==> src/rtl/chaos_rng_stream_if.sv <==
// chaos_rng_stream_if: valid/ready stream port carrying whitened RNG words and FIFO occupancy.
interface chaos_rng_stream_if #(
    parameter int WIDTH      = 32,
    parameter int FIFO_DEPTH = 8
);
    logic [WIDTH-1:0]            rnd_data;
    logic                        rnd_valid;
    logic                        rnd_ready;
    logic [$clog2(FIFO_DEPTH):0] fifo_level;

    modport master (output rnd_data, rnd_valid, fifo_level, input rnd_ready);
    modport slave  (input rnd_data, rnd_valid, fifo_level, output rnd_ready);
endinterface

==> src/rtl/chaos_rng_stream.sv <==
// chaos_rng_stream: warm-up sequenced 3-D multi-scroll chaotic RNG with whitening and a stream FIFO.
// The stuck-word health check is compiled in with CHAOS_RNG_STUCK_DETECT_EN.
module chaos_rng_stream #(
    parameter int WIDTH      = 32,
    parameter int SHIFT      = 3,
    parameter int FIFO_DEPTH = 8,
    parameter int WARMUP     = 16,
    parameter int REP_LIMIT  = 4
) (
    input  logic               wb_clk_i,
    input  logic               wb_rst_i,
    input  logic               seed_load,
    input  logic [WIDTH-1:0]   x_seed,
    input  logic [WIDTH-1:0]   y_seed,
    input  logic [WIDTH-1:0]   z_seed,
    input  logic [23:0]        scroll_cfg,
    input  logic [2:0]         ch_en,
    input  logic               run,
    output logic               busy,
    output logic               health_fail,
    chaos_rng_stream_if.master strm
);
    localparam int PW = $clog2(FIFO_DEPTH);
    localparam int LW = PW + 1;
    localparam int CW = $clog2(WARMUP + 1);

`ifdef CHAOS_RNG_STUCK_DETECT_EN
    typedef enum logic [1:0] {S_IDLE, S_WARM, S_RUN, S_FAULT} state_t;
`else
    typedef enum logic [1:0] {S_IDLE, S_WARM, S_RUN} state_t;
`endif

    state_t                  state;
    logic signed [WIDTH-1:0] x, y, z, xo, yo, zo, d1, d, xn, yn, zn;
    logic [WIDTH-1:0]        w;
    logic [WIDTH-1:0]        mem [FIFO_DEPTH];
    logic [PW-1:0]           rd_ptr, wr_ptr;
    logic [LW-1:0]           level;
    logic [CW-1:0]           cnt;
    logic                    pop, adv, push;
    logic                    unused_cfg;

    // Multi-scroll fold of the top six bits against the lower/upper breakpoints
    function automatic logic [WIDTH-1:0] scroll(input logic [WIDTH-1:0] f, input logic [2:0] u, input logic [3:0] l);
        logic [5:0] a, b;
        a = f[WIDTH-1 -: 6] - {l[3], l, 1'b1};
        b = f[WIDTH-1 -: 6] - {u[2], u[2], u, 1'b1};
        return {a[5] ? a : b[5] ? ~{6{f[WIDTH-6]}} : b, f[WIDTH-7:0]};
    endfunction

    // Scroll shaping, next-state arithmetic and whitening of the current state
    always_comb begin
        xo = ch_en[0] ? scroll(x, scroll_cfg[6:4], scroll_cfg[3:0]) : x;
        yo = ch_en[1] ? scroll(y, scroll_cfg[14:12], scroll_cfg[11:8]) : y;
        zo = ch_en[2] ? scroll(z, scroll_cfg[22:20], scroll_cfg[19:16]) : z;
        d1 = xo + yo + zo;
        d  = d1 - (d1 >>> 4);
        xn = x + (yo >>> SHIFT);
        yn = y + (zo >>> SHIFT);
        zn = z - (d >>> SHIFT);
        w  = x ^ {y[WIDTH/2-1:0], y[WIDTH-1:WIDTH/2]} ^ z;
    end

    // A reseed discards any same-cycle pop; the core only advances when the FIFO can take the word
    assign pop        = strm.rnd_valid && strm.rnd_ready && !seed_load;
    assign adv        = state == S_RUN && run && !seed_load && (level < LW'(FIFO_DEPTH) || pop);
    assign unused_cfg = ^{scroll_cfg[23], scroll_cfg[15], scroll_cfg[7]};

`ifdef CHAOS_RNG_STUCK_DETECT_EN
    localparam int RW = $clog2(REP_LIMIT + 1);
    logic [RW-1:0]    rep, rep_nx;
    logic [WIDTH-1:0] last_w;
    logic             hit;

    assign rep_nx = (rep != '0 && w == last_w) ? rep + 1'b1 : RW'(1);
    assign hit    = adv && rep_nx == RW'(REP_LIMIT);
    assign push   = adv && !hit;

    // Consecutive-repeat tracker and sticky health fault
    always_ff @(posedge wb_clk_i) begin
        if (wb_rst_i || seed_load) begin
            rep         <= '0;
            last_w      <= '0;
            health_fail <= 1'b0;
        end else if (hit) begin
            health_fail <= 1'b1;
        end else if (push) begin
            rep    <= rep_nx;
            last_w <= w;
        end
    end
`else
    logic unused_rep;
    assign push        = adv;
    assign health_fail = 1'b0;
    assign unused_rep  = REP_LIMIT > 0;
`endif

    // Sequencer: seed load, warm-up iterations, then iterate once per pushed word
    always_ff @(posedge wb_clk_i) begin
        if (wb_rst_i) begin
            state <= S_IDLE;
            x     <= '0;
            y     <= '0;
            z     <= '0;
            cnt   <= '0;
        end else if (seed_load) begin
            state <= S_WARM;
            x     <= x_seed;
            y     <= y_seed;
            z     <= z_seed;
            cnt   <= '0;
        end else if (state == S_WARM) begin
            x   <= xn;
            y   <= yn;
            z   <= zn;
            cnt <= cnt + 1'b1;
            if (cnt == CW'(WARMUP - 1))
                state <= S_RUN;
        end else if (push) begin
            x <= xn;
            y <= yn;
            z <= zn;
        end
`ifdef CHAOS_RNG_STUCK_DETECT_EN
        else if (hit) begin
            state <= S_FAULT;
        end
`endif
    end

    // FIFO pointers and occupancy; a reseed flushes pending words
    always_ff @(posedge wb_clk_i) begin
        if (wb_rst_i || seed_load) begin
            rd_ptr <= '0;
            wr_ptr <= '0;
            level  <= '0;
        end else begin
            if (push)
                wr_ptr <= wr_ptr + 1'b1;
            if (pop)
                rd_ptr <= rd_ptr + 1'b1;
            level <= level + LW'(push) - LW'(pop);
        end
    end

    // FIFO storage, read as first-word fall-through
    always_ff @(posedge wb_clk_i) begin
        if (push)
            mem[wr_ptr] <= w;
    end

    assign strm.rnd_data   = mem[rd_ptr];
    assign strm.rnd_valid  = level != '0;
    assign strm.fifo_level = level;
    assign busy            = state == S_WARM;
endmodule

==> src/flat_wrapper.sv <==
// flat-port wrapper written by rule: the top's interface ports become plain ports
module chaos_rng_stream_flat 
#(
    parameter int WIDTH      = 32,
    parameter int SHIFT      = 3,
    parameter int FIFO_DEPTH = 8,
    parameter int WARMUP     = 16,
    parameter int REP_LIMIT  = 4
)
  (wb_clk_i, wb_rst_i, seed_load, x_seed, y_seed, z_seed, scroll_cfg, ch_en, run, busy, health_fail, strm_rnd_data, strm_rnd_valid, strm_fifo_level, strm_rnd_ready);
  chaos_rng_stream_if #(.WIDTH(WIDTH), .FIFO_DEPTH(FIFO_DEPTH)) strm_i ();
  input  logic wb_clk_i;
  input  logic wb_rst_i;
  input  logic seed_load;
  input  logic [WIDTH-1:0] x_seed;
  input  logic [WIDTH-1:0] y_seed;
  input  logic [WIDTH-1:0] z_seed;
  input  logic [23:0] scroll_cfg;
  input  logic [2:0] ch_en;
  input  logic run;
  output logic busy;
  output logic health_fail;
  output wire logic [$bits(strm_i.rnd_data)-1:0] strm_rnd_data;
  output wire logic [$bits(strm_i.rnd_valid)-1:0] strm_rnd_valid;
  output wire logic [$bits(strm_i.fifo_level)-1:0] strm_fifo_level;
  input wire logic [$bits(strm_i.rnd_ready)-1:0] strm_rnd_ready;
  assign strm_rnd_data = strm_i.rnd_data;
  assign strm_rnd_valid = strm_i.rnd_valid;
  assign strm_fifo_level = strm_i.fifo_level;
  assign strm_i.rnd_ready = strm_rnd_ready;
  chaos_rng_stream #(.WIDTH(WIDTH), .SHIFT(SHIFT), .FIFO_DEPTH(FIFO_DEPTH), .WARMUP(WARMUP), .REP_LIMIT(REP_LIMIT)) u_core (.wb_clk_i(wb_clk_i), .wb_rst_i(wb_rst_i), .seed_load(seed_load), .x_seed(x_seed), .y_seed(y_seed), .z_seed(z_seed), .scroll_cfg(scroll_cfg), .ch_en(ch_en), .run(run), .busy(busy), .health_fail(health_fail), .strm(strm_i));
endmodule
==> config.mk <==
export PLATFORM = sky130hd
export DESIGN_NAME = chaos_rng_stream_flat
export DESIGN_NICKNAME = d
export VERILOG_FILES = /design/src/rtl/chaos_rng_stream_if.sv /design/src/rtl/chaos_rng_stream.sv /design/src/flat_wrapper.sv
export SDC_FILE = /design/constraint.sdc
export NUM_CORES = 1
export LEC_CHECK = 0
export CORE_ASPECT_RATIO = 0.6
export CORE_MARGIN = 3
export CORE_UTILIZATION = 53
export CTS_CLUSTER_DIAMETER = 50
export CTS_CLUSTER_SIZE = 12
export DETAILED_ROUTE_END_ITERATION = 6
export PLACE_DENSITY = 0.79
export SLEW_MARGIN = 20
export SYNTH_ARGS = -nofsm -noshare
export SYNTH_HDL_FRONTEND = slang
export SYNTH_SLANG_ARGS = --single-unit
==> constraint.sdc <==
create_clock -name wb_clk_i -period 14.5 [get_ports wb_clk_i]
set_input_delay 2.175 -clock wb_clk_i [delete_from_list [all_inputs] [get_ports wb_clk_i]]
set_output_delay 2.175 -clock wb_clk_i [all_outputs]
set_load 0.02 [all_outputs]
==> results.toml <==
# synthesis and place-and-route metrics
[drt]
wl_met3_mm = 6.33
met2_length_mm = 29.7
num_vias = 19000
drt-pass1-iter-count = 6
drt_iter0_drc = 2120
wire_per_inst_um = 21.9
top_layer_used = "met4"
totalWireLength_mm = 68.1

[synthesis]
mux_share_pct = 7.83
async_flop_share_pct = 0
edf_count = 256
most_common_cell = "edfxtp_1"
synthTopCellsByCount = "edfxtp_1 (256), a21oi_1 (211), nor2_1 (198)"
netlist_area_mm2 = 0.0244
syn_nets = 2674
synthTopCellsByArea = "edfxtp_1 (31%), ha_1 (9.5%), dfxtp_1 (9.5%), mux4_2 (5.9%), xnor2_1 (5.4%)"
ys_sh_simple_pct = 9.46
numSynthFlops = 372
synthXorXnorAreaFrac_pct = 8.39
yosys_warnings = 0
synth_cells = 2318

[cells_and_area]
diodes = 0
comb_area_mm2 = 0.0136
nFillCells = 3577
fin_cells = 3108
nNetsFinal = 2810
syn_to_final_growth_pct = 14.6
final_layout_size_suffix_gt1_share_pct = 8.64
fin_util_pct = 62.0
regArea_mm2 = 0.0100

[floorplan]
io_pins = 167
core_area_mm2 = 0.0452
die_height_um = 172
dieArea_mm2 = 0.0488
rows = 60
die_x_um = 283

[global_routing]
overflow = 0
track_usage_pct = 27.4
grt_util_met1_pct = 40.3
busiest_layer = "met2"
use_met2_pct = 41.9
grt_max_degree = 84

[clock_tree]
cts-root-buf = "clkbuf_16"
cts_setup_buffers = 0
hold_buffers = 0
cts_tree = "done"
cts_buffers = 42
cts_resized = 0
clock.latency.late_pin_ps = 560
cts_buffer_depth = 3
h-tree-depth = 2

[worst_setup_path]
cp.arrival_ps = 10230
r2r_slack_ps = 5930
cp_max_fo = 5
end_kind = "register"
startpoint = "scroll_cfg[6]"
crit_end = "u_core.z[31]$_SDFFE_PP0P_"
timing.rr.end = "u_core.z[31]$_SDFFE_PP0P_"
slowest_stage = "clkdlybuf4s50_1"

[worst_hold_path]
hold_start = "u_core.rd_ptr[1]$_SDFFE_PP0P_"

[sta]
setup_viol = 0
hold_viol_final = 0
skew_ps = 13.4
whs_ps = 490

[placement]
place_ws_ps = 4350

[outcome]
outcome = "completed"

[job]
cap_violations = 0
## cell type report
cell class	instances	area share [%]
Timing Repair Buffer	179	6.23
Multi-Input combinational cell	1723	48.6
Tap cell	620	2.77
Clock buffer	65	4.21
Inverter	136	1.82
Sequential cell	372	35.8
Clock inverter	13	0.617
## worst max-delay path, delay by kind of cell
kind,cells,cell delay [ps]
compound gates,16,3400
fa+ha+maj,5,1860
simple gates,8,1020
xor+xnor,3,780
buf+inv,3,740
mux,1,220
## sequential cells by signal (all words and copies together) (netlist names), named ones only
register / cells
u_core.rd_ptr: 3
u_core.z: 32
u_core.y: 32
u_core.mem: 256
u_core.state: 2
u_core.wr_ptr: 3
u_core.x: 32
u_core.cnt: 5
u_core.strm.fifo_level: 4
Fig. 1: drive-strength map
(2 px per um)
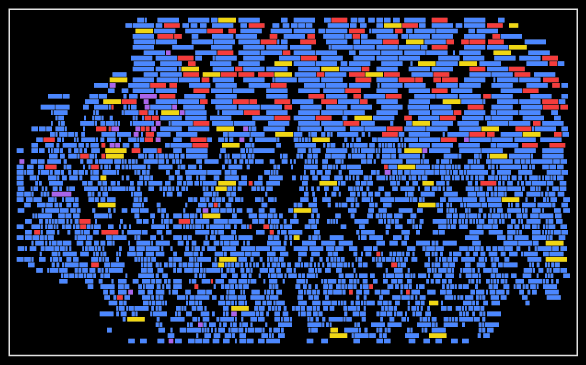
- drive 3 to 4: purple (cells 27; share 1.1%; most used buf_4)
- drive 6 and up: yellow (cells 53; share 2.1%; most used clkbuf_16)
- drive 2: red (cells 135; share 5.4%; most used mux4_2)
- drive 1 or less: blue (cells 2273; share 91%; most used edfxtp_1)

Fig. 2: gate families picked out
(2 px per um)
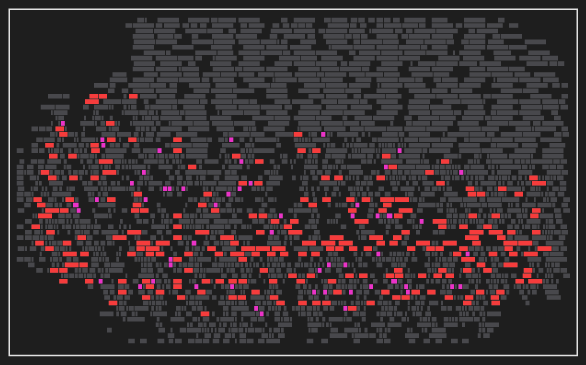
- adder and majority cells: red (cells 228; most used ha_1)
- AND and OR gates: magenta (cells 55; most used or3_1)

Fig. 3: I/O nets highlighted
(1 px per um)
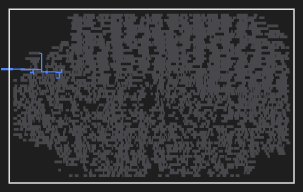
- busy: blue (bits 1; direction output; edge west; end cells 1; wire 97.6 um)

